==> config.mk <==
export PLATFORM = sky130hd
export DESIGN_NAME = imem_port_arbiter_flat
export DESIGN_NICKNAME = d
export VERILOG_FILES = /design/src/rtl/imem_port_arbiter_if.sv /design/src/rtl/imem_port_arbiter.sv /design/src/flat_wrapper.sv
export SDC_FILE = /design/constraint.sdc
export NUM_CORES = 1
export LEC_CHECK = 0
export CORE_AREA = 2 2 146 148
export DETAILED_ROUTE_END_ITERATION = 8
export DIE_AREA = 0 0 148 150
export PLACE_DENSITY = 0.54
export SYNTH_ARGS = -nofsm -noshare
export SYNTH_HDL_FRONTEND = slang
export SYNTH_SLANG_ARGS = --single-unit
==> constraint.sdc <==
create_clock -name clk -period 1.8 [get_ports clk]
set_input_delay 0.36 -clock clk [delete_from_list [all_inputs] [get_ports clk]]
set_output_delay 0.36 -clock clk [all_outputs]
set_load 0.05 [all_outputs]
Figure 1. Register map, names as in the netlist.
Bar = 50 um. Other cells in grey.
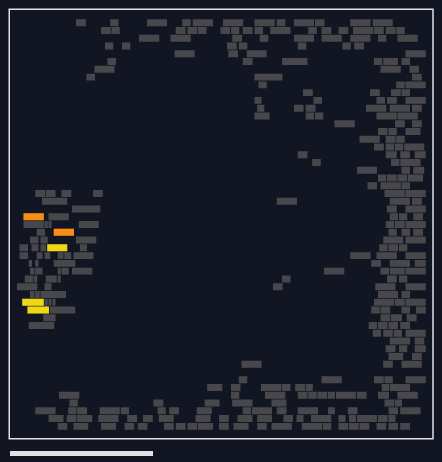
| colour | netlist name | sequential cells |
|---|---|---|
| yellow | u_core.wait_q | 3 |
| orange | u_core.owner_q | 2 |
seq pwr: 117 uW
Finished Core Util: 21.4%
Seq area share: 2.32%
Seq. cell area: 103 um2

Figure 2. Wires at chosen ports, followed through buffers.
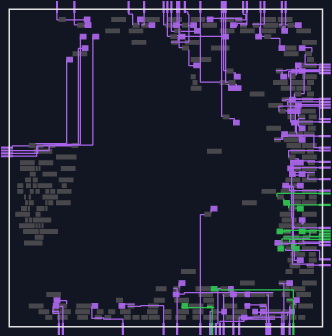
| colour | port | direction | edge | end cells | buffers | wire |
|---|---|---|---|---|---|---|
| green | bus_l_wen | input | 6 right, 2 bottom | 8 | 8 | 222 um |
| purple | bus_l_wdata | input | 22 right, 20 top, 18 bottom, 4 left | 64 | 64 | 1830 um |
# IOs: 377
Port Buffer Count: 184

Figure 3. The clock network.
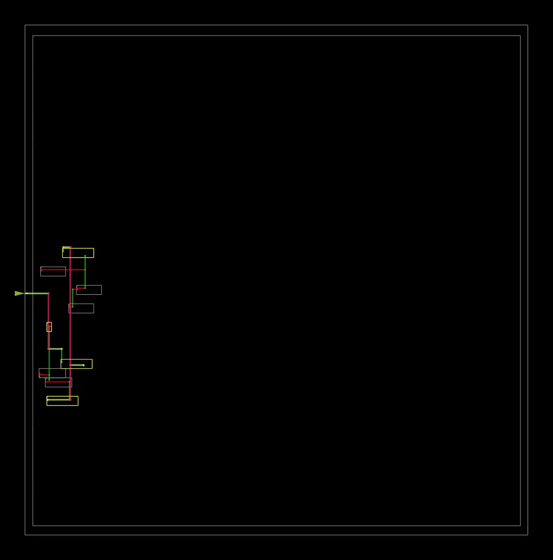
clkbuf count: 4
Late-Pin Clk Latency: 230 ps
CTS buffer count: 3
Sink Count: 5
Clk power: 374 uW

Figure 4. Wiring by layer.
Bar = 50 um.
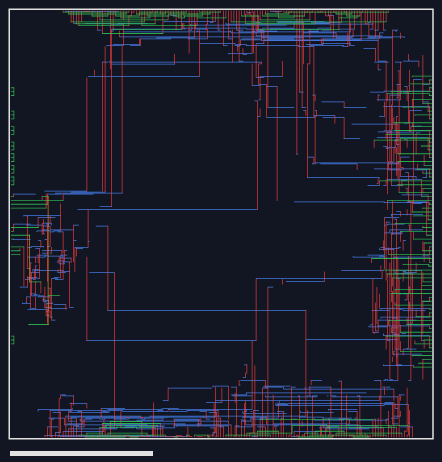
| colour | layer | wire length |
|---|---|---|
| red | M2 | 3760 um |
| green | M3 | 1570 um |
| orange | M4 | 61.2 um |
| blue | M1 | 3730 um |
final WL: 9.11 mm
GRT Total Usage: 7.39%
vias post-DR: 1705

Figure 5. Drive-strength map.
Bar = 50 um.
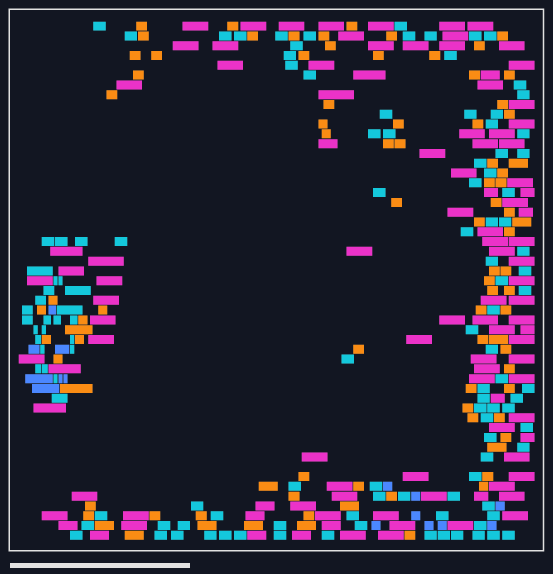
| colour | size | cells | share | most used |
|---|---|---|---|---|
| orange | x3 and x4 | 87 | 27% | and2_4 |
| cyan | x1 and smaller | 116 | 36% | clkdlybuf4s50_1 |
| magenta | x6 and larger | 103 | 32% | buf_12 |
| blue | x2 | 15 | 4.7% | and2_2 |
Buffers, non-clock: 207
crit path setup slack, layout: -328 ps
area grow syn2layout: 137%
design area: 4430 um2

==> flow_summary_export.csv <==
group,metric,value,unit
outcome,status,"complete, but fails checks",
outcome,violations,"negative setup slack",
logic_synthesis,ys_chip_area,1870,um2
final_layout,bufAreaShareNonClock,66.8,%
logic_synthesis,ys_ff,5,
final_layout,fin_nets,486,
route,drc_errors,0,
placed_design,routabilityCongestion,0.689,
setup_path,regToRegSetupSlack,610,ps
route,drtIter0Drc,39,
timing,finalWorstSetupSlack,-328,ps
logic_synthesis,ys_sh_xor,0,%
setup_path,reg2reg_depth,6,
clocking,clk_pin_slew,30,ps
min_path,hold_depth,2,
logic_synthesis,ys_seq_share,5.34,%
logic_synthesis,synth_area,1870,um2
pwr,p_sw_share,36.3,%
setup_path,crit_top_cell,"buf_12",
timing,setup_viol,84,
setup_path,worst-endpoint-required,1440,ps
setup_path,path_cells,"inv_2 > ha_4 > a31oi_4 > buf_12 > buf_12 > mux2_4 > buf_8",
clocking,cts_tree,"built",
setup_path,cp.depth,7,
pwr,comb_power_share,70.6,%
setup_path,start_kind,"register",
global_route,globalRouteOverflowTotal,0,
pwr,power.density,376,nW/um2
Power is estimated from default activity; no workload was simulated.
